### config.mk
export PLATFORM = sky130hd
export DESIGN_NAME = ctrl_sequencer_flat
export DESIGN_NICKNAME = d
export VERILOG_FILES = /design/src/rtl/ctrl_sequencer_if.sv /design/src/rtl/ctrl_sequencer.sv /design/src/flat_wrapper.sv
export SDC_FILE = /design/constraint.sdc
export NUM_CORES = 1
export LEC_CHECK = 0
export ABC_AREA = 1
export CAP_MARGIN = 20
export CORE_MARGIN = 2
export CORE_UTILIZATION = 50
export CTS_BUF_LIST = sky130_fd_sc_hd__clkbuf_4
export CTS_CLUSTER_SIZE = 25
export DETAILED_ROUTE_END_ITERATION = 6
export PLACE_DENSITY = 0.82
export SYNTH_ARGS = -nofsm -noshare
export SYNTH_HDL_FRONTEND = slang
export SYNTH_SLANG_ARGS = --single-unit
### constraint.sdc
create_clock -name clk -period 1.7 [get_ports clk]
set_clock_uncertainty 0.05 [all_clocks]
set_input_delay 0.17 -clock clk [delete_from_list [all_inputs] [get_ports clk]]
set_output_delay 0.17 -clock clk [all_outputs]
set_load 0.1 [all_outputs]
### src/rtl/ctrl_sequencer_if.sv
//==============================================================================
// Module  : ctrl_sequencer_if
// Brief   : Run/step/opcode/flag inputs and datapath control lines of ctrl_sequencer.
// Revision: 1.0 - initial release
//==============================================================================
`default_nettype none

interface ctrl_sequencer_if #(
    parameter int CNT_W = 16
);
    logic             run;
    logic             step;
    logic [3:0]       instr;
    logic             cflag;
    logic             zflag;
    logic             phase;
    logic             halted;
    logic             incPC;
    logic             loadPC;
    logic             loadA;
    logic             loadF;
    logic [2:0]       fun;
    logic             csRAM;
    logic             weRAM;
    logic             OEALU;
    logic             OEIn;
    logic             OEOpr;
    logic             loadO;
    logic [CNT_W-1:0] retired;

    modport master (
        input  run, step, instr, cflag, zflag,
        output phase, halted, incPC, loadPC, loadA, loadF, fun,
               csRAM, weRAM, OEALU, OEIn, OEOpr, loadO, retired
    );

    modport slave (
        output run, step, instr, cflag, zflag,
        input  phase, halted, incPC, loadPC, loadA, loadF, fun,
               csRAM, weRAM, OEALU, OEIn, OEOpr, loadO, retired
    );
endinterface

`default_nettype wire

### src/rtl/ctrl_sequencer.sv
//==============================================================================
// Module  : ctrl_sequencer
// Brief   : Fetch/execute control sequencer with RAM wait states and run/step.
// Revision: 1.0 - initial release
//==============================================================================
`default_nettype none

module ctrl_sequencer #(
    parameter int RAM_WAIT = 0,
    parameter int CNT_W    = 16
) (
    input  wire logic         clk,
    input  wire logic         reset,
    ctrl_sequencer_if.master  bus
);

    typedef enum logic [1:0] {
        S_IDLE  = 2'd0,
        S_FETCH = 2'd1,
        S_EXEC  = 2'd2
    } state_t;

    localparam logic [3:0] WAIT_C = RAM_WAIT[3:0];

    state_t           state_q, state_d;
    logic [3:0]       wcnt_q, wcnt_d;
    logic [CNT_W-1:0] retired_q, retired_d;
    logic             w_mem;
    logic             w_last;

    assign w_mem  = bus.instr inside {4'h3, 4'h6, 4'h7, 4'hB, 4'hF};
    assign w_last = !w_mem || (wcnt_q == WAIT_C);
    assign bus.retired = retired_q;

    always_ff @(posedge clk) begin
        if (reset) begin
            state_q   <= S_IDLE;
            wcnt_q    <= 4'd0;
            retired_q <= '0;
        end else begin
            state_q   <= state_d;
            wcnt_q    <= wcnt_d;
            retired_q <= retired_d;
        end
    end

    always_comb begin
        state_d    = state_q;
        wcnt_d     = wcnt_q;
        retired_d  = retired_q;
        bus.phase  = 1'b0;
        bus.halted = 1'b0;
        bus.incPC  = 1'b0;
        bus.loadPC = 1'b0;
        bus.loadA  = 1'b0;
        bus.loadF  = 1'b0;
        bus.fun    = 3'b000;
        bus.csRAM  = 1'b0;
        bus.weRAM  = 1'b0;
        bus.OEALU  = 1'b0;
        bus.OEIn   = 1'b0;
        bus.OEOpr  = 1'b0;
        bus.loadO  = 1'b0;

        case (state_q)
            S_IDLE: begin
                bus.halted = 1'b1;
                if (bus.run || bus.step) begin
                    state_d = S_FETCH;
                end
            end
            S_FETCH: begin
                bus.incPC = 1'b1;
                bus.OEALU = 1'b1;
                wcnt_d    = 4'd0;
                state_d   = S_EXEC;
            end
            S_EXEC: begin
                bus.phase = 1'b1;
                case (bus.instr)
                    4'h0: begin bus.loadPC = bus.cflag;  bus.incPC = !bus.cflag; end
                    4'h1: begin bus.loadPC = !bus.cflag; bus.incPC = bus.cflag;  end
                    4'h2: begin bus.loadF = 1'b1; bus.fun = 3'b001; bus.OEOpr = 1'b1; end
                    4'h3: begin
                        bus.incPC = 1'b1; bus.loadF = 1'b1; bus.fun = 3'b001; bus.csRAM = 1'b1;
                    end
                    4'h4: begin
                        bus.loadA = 1'b1; bus.loadF = 1'b1; bus.fun = 3'b010; bus.OEOpr = 1'b1;
                    end
                    4'h5: begin
                        bus.loadA = 1'b1; bus.loadF = 1'b1; bus.fun = 3'b010; bus.OEIn = 1'b1;
                    end
                    4'h6: begin
                        bus.incPC = 1'b1; bus.loadA = 1'b1; bus.loadF = 1'b1;
                        bus.fun   = 3'b010; bus.csRAM = 1'b1;
                    end
                    4'h7: begin
                        bus.incPC = 1'b1; bus.csRAM = 1'b1; bus.weRAM = 1'b1; bus.OEALU = 1'b1;
                    end
                    4'h8: begin bus.loadPC = bus.zflag;  bus.incPC = !bus.zflag; end
                    4'h9: begin bus.loadPC = !bus.zflag; bus.incPC = bus.zflag;  end
                    4'hA: begin
                        bus.loadA = 1'b1; bus.loadF = 1'b1; bus.fun = 3'b011; bus.OEOpr = 1'b1;
                    end
                    4'hB: begin
                        bus.incPC = 1'b1; bus.loadA = 1'b1; bus.loadF = 1'b1;
                        bus.fun   = 3'b011; bus.csRAM = 1'b1;
                    end
                    4'hC: bus.loadPC = 1'b1;
                    4'hD: begin bus.OEALU = 1'b1; bus.loadO = 1'b1; end
                    4'hE: begin
                        bus.loadA = 1'b1; bus.loadF = 1'b1; bus.fun = 3'b100; bus.OEOpr = 1'b1;
                    end
                    default: begin
                        bus.incPC = 1'b1; bus.loadA = 1'b1; bus.loadF = 1'b1;
                        bus.fun   = 3'b100; bus.csRAM = 1'b1;
                    end
                endcase

                // RAM wait cycles keep the bus enables steady but suppress every state-changing strobe
                if (!w_last) begin
                    bus.incPC  = 1'b0;
                    bus.loadPC = 1'b0;
                    bus.loadA  = 1'b0;
                    bus.loadF  = 1'b0;
                    bus.loadO  = 1'b0;
                    wcnt_d     = wcnt_q + 4'd1;
                end else begin
                    retired_d = retired_q + CNT_W'(1);
                    state_d   = bus.run ? S_FETCH : S_IDLE;
                end
            end
            default: state_d = S_IDLE;
        endcase
    end

endmodule

`default_nettype wire
### src/flat_wrapper.sv
// flat-port wrapper written by rule: the top's interface ports become plain ports
module ctrl_sequencer_flat 
#(
    parameter int RAM_WAIT = 0,
    parameter int CNT_W    = 16
)
  (clk, reset, bus_run, bus_step, bus_instr, bus_cflag, bus_zflag, bus_phase, bus_halted, bus_incPC, bus_loadPC, bus_loadA, bus_loadF, bus_fun, bus_csRAM, bus_weRAM, bus_OEALU, bus_OEIn, bus_OEOpr, bus_loadO, bus_retired);
  ctrl_sequencer_if #(.CNT_W(CNT_W)) bus_i ();
  input  wire logic clk;
  input  wire logic reset;
  input wire logic [$bits(bus_i.run)-1:0] bus_run;
  input wire logic [$bits(bus_i.step)-1:0] bus_step;
  input wire logic [$bits(bus_i.instr)-1:0] bus_instr;
  input wire logic [$bits(bus_i.cflag)-1:0] bus_cflag;
  input wire logic [$bits(bus_i.zflag)-1:0] bus_zflag;
  output wire logic [$bits(bus_i.phase)-1:0] bus_phase;
  output wire logic [$bits(bus_i.halted)-1:0] bus_halted;
  output wire logic [$bits(bus_i.incPC)-1:0] bus_incPC;
  output wire logic [$bits(bus_i.loadPC)-1:0] bus_loadPC;
  output wire logic [$bits(bus_i.loadA)-1:0] bus_loadA;
  output wire logic [$bits(bus_i.loadF)-1:0] bus_loadF;
  output wire logic [$bits(bus_i.fun)-1:0] bus_fun;
  output wire logic [$bits(bus_i.csRAM)-1:0] bus_csRAM;
  output wire logic [$bits(bus_i.weRAM)-1:0] bus_weRAM;
  output wire logic [$bits(bus_i.OEALU)-1:0] bus_OEALU;
  output wire logic [$bits(bus_i.OEIn)-1:0] bus_OEIn;
  output wire logic [$bits(bus_i.OEOpr)-1:0] bus_OEOpr;
  output wire logic [$bits(bus_i.loadO)-1:0] bus_loadO;
  output wire logic [$bits(bus_i.retired)-1:0] bus_retired;
  assign bus_i.run = bus_run;
  assign bus_i.step = bus_step;
  assign bus_i.instr = bus_instr;
  assign bus_i.cflag = bus_cflag;
  assign bus_i.zflag = bus_zflag;
  assign bus_phase = bus_i.phase;
  assign bus_halted = bus_i.halted;
  assign bus_incPC = bus_i.incPC;
  assign bus_loadPC = bus_i.loadPC;
  assign bus_loadA = bus_i.loadA;
  assign bus_loadF = bus_i.loadF;
  assign bus_fun = bus_i.fun;
  assign bus_csRAM = bus_i.csRAM;
  assign bus_weRAM = bus_i.weRAM;
  assign bus_OEALU = bus_i.OEALU;
  assign bus_OEIn = bus_i.OEIn;
  assign bus_OEOpr = bus_i.OEOpr;
  assign bus_loadO = bus_i.loadO;
  assign bus_retired = bus_i.retired;
  ctrl_sequencer #(.RAM_WAIT(RAM_WAIT), .CNT_W(CNT_W)) u_core (.clk(clk), .reset(reset), .bus(bus_i));
endmodule
==> summary.txt <==
flow finished, numbers: # clk buffers=4, area grow syn2layout=81.50%, post-synthesis area per instance=6.407 sq um, Arrival @ worst endpoint=1690 ps, Post-CTS Hold Fix Bufs=0, pwr/cell area=630.8 nW/um^2, Design Area, Final=2884 sq um, sequential logic power=0.560 mW, slew at the pin closest to its max-slew limit=429.4 ps, sw frac=0.4559, input/output buffers=40, simple-gate share of the synthesized area=0.3961, fp util=0.5248, leakage=1.151 nW, xor+xnor area frac=0.02756, f_max=522.7 MHz, Residual DRC=95, Syn Nets=265, routed vias=2320, # Cells Yosys=248, Setup crit start kind=flip-flop, #MultiIn Comb=185, top-area cell type share of the netlist area=0.2772, Clock transition at path regs=140 ps, Rel. slew slack=0.7134, Leading cell kind=combinational gates, met1 usage=0.4671, Non-clock buffers=73, CP bufs+invs=3, Tool Warnings=34, Tmin final=1913 ps, Synth Seq Share=0.2772, share of cells above drive strength 1=0.4734, failing checks=DRC, setup timing, crit path to=bus_loadF, dpl ws=-348.5 ps, Final HPWL DP=3973 um, post-synthesis cell area=1589 sq um, RSZ-0062 raised after global routing=true, Pre-antenna DRT Iters=7, biggest area cells=dfxtp_1, nand2_1, nor2_1, status=finished, violations left, Final WS setup=-213.0 ps, H-tree depth=1, Tap Count=44, FF-to-FF Start=u_core.state_q[0]$_SDFFE_PP0P_, Pint=0.9898 mW, Reg-to-Reg End=u_core.state_q[1]$_SDFFE_PP0P_, setup violators final=15, Total Wirelength=8014 um, total grt overflow=0, CP peak stage delay=430 ps, met1 WL=2616 um, Yosys Warn Count=0, Switch Pwr=0.8294 mW, Top pwr grp=combinational cells, flop2flop setup slack=-60 ps, Crit. path cell count=7, Worst Min Path Start=u_core.bus.retired[0]$_SDFFE_PP0P_, Initial DRC Count=332, Gate power share=0.531, r2r worst-path depth=8
## Yosys cell counts, drive strengths merged
master	n
nor2	39
a21oi	24
dfxtp	22
xnor2	2
clkbuf	2
nand3b	1
xor2	3
nand3	22
a211oi	1
nand2	67
nor4	1
nand4	3
inv	35
ha	7
nor3	6
o21ai	9
buf	4
## per-stage QoR
step	power, mW	TNS [ps]	util	hold slack (ps)	cells
2_1_floorplan	1.092	-5102	-	290.0	248
3_3_place_gp	1.351	-1420	0.8814	417.0	350
3_5_place_dp	1.375	-2605	0.8814	424.3	350
4_1_cts	1.712	-905.1	0.9421	442.2	363
5_1_grt	1.847	-1979	0.9525	472.9	363
6_report	1.819	-2058	0.9525	458.0	363
## state kept, by name (all words and copies together) (netlist names)
signal and flops:
u_core.bus.retired 16, u_core.wcnt_q 4, u_core.state_q 2
==> images/placement_by_type.png <==
Bar = 20 um. Fill, decap, tap and diode cells in grey.
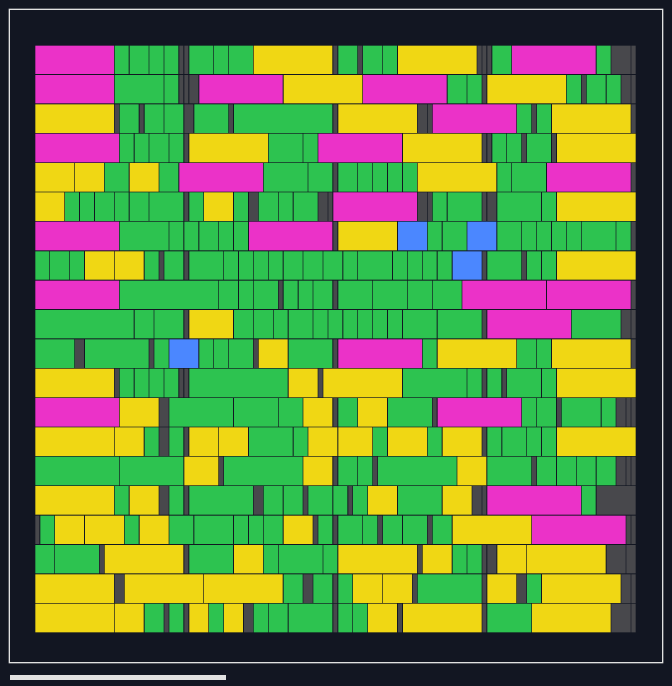
- green: combinational and other logic (cells 220; share of their area 48%)
- magenta: flops (cells 22; share of their area 17%)
- blue: clock drivers and dummy loads (cells 4; share of their area 1.1%)
- yellow: other buffers and delay cells (cells 73; share of their area 34%)
sequential share of cell area: 0.1631
Row Count: 20

==> images/placement.png <==
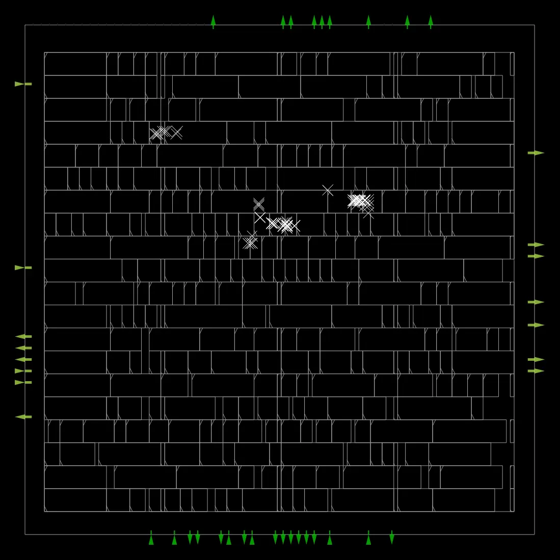
FILL cells: 75
core area: 3028 sq um
utilization after layout: 0.9525

==> images/power_grid.png <==
Pins as bars on the die edge. Tap cells in grey.
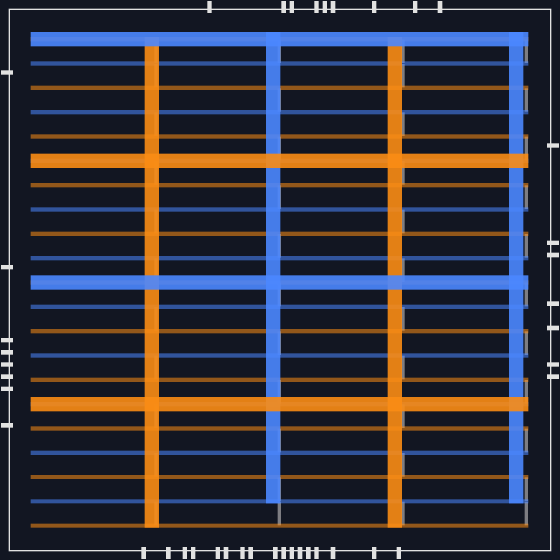
- blue: VDD
- orange: VSS
- signal pins: 41
- met1 rails: 21
worst IR drop on VDD: 0.6832 mV
Die Y: 60.38 um
Die X-Extent: 60.38 um

==> images/clk_routes.png <==
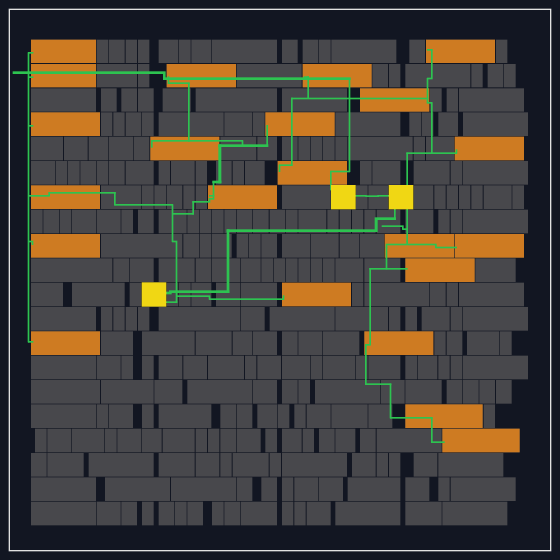
- yellow: clock drivers (count 3)
- green: clock wires (length 322 um)
- orange: flip-flops (count 22)
- routed clock nets: 4
Clk pwr share: 0.162
P_clk: 0.294 mW
Late-Pin Clk Latency: 340 ps

No activity file was given, so power comes from the tool's default toggle rates.
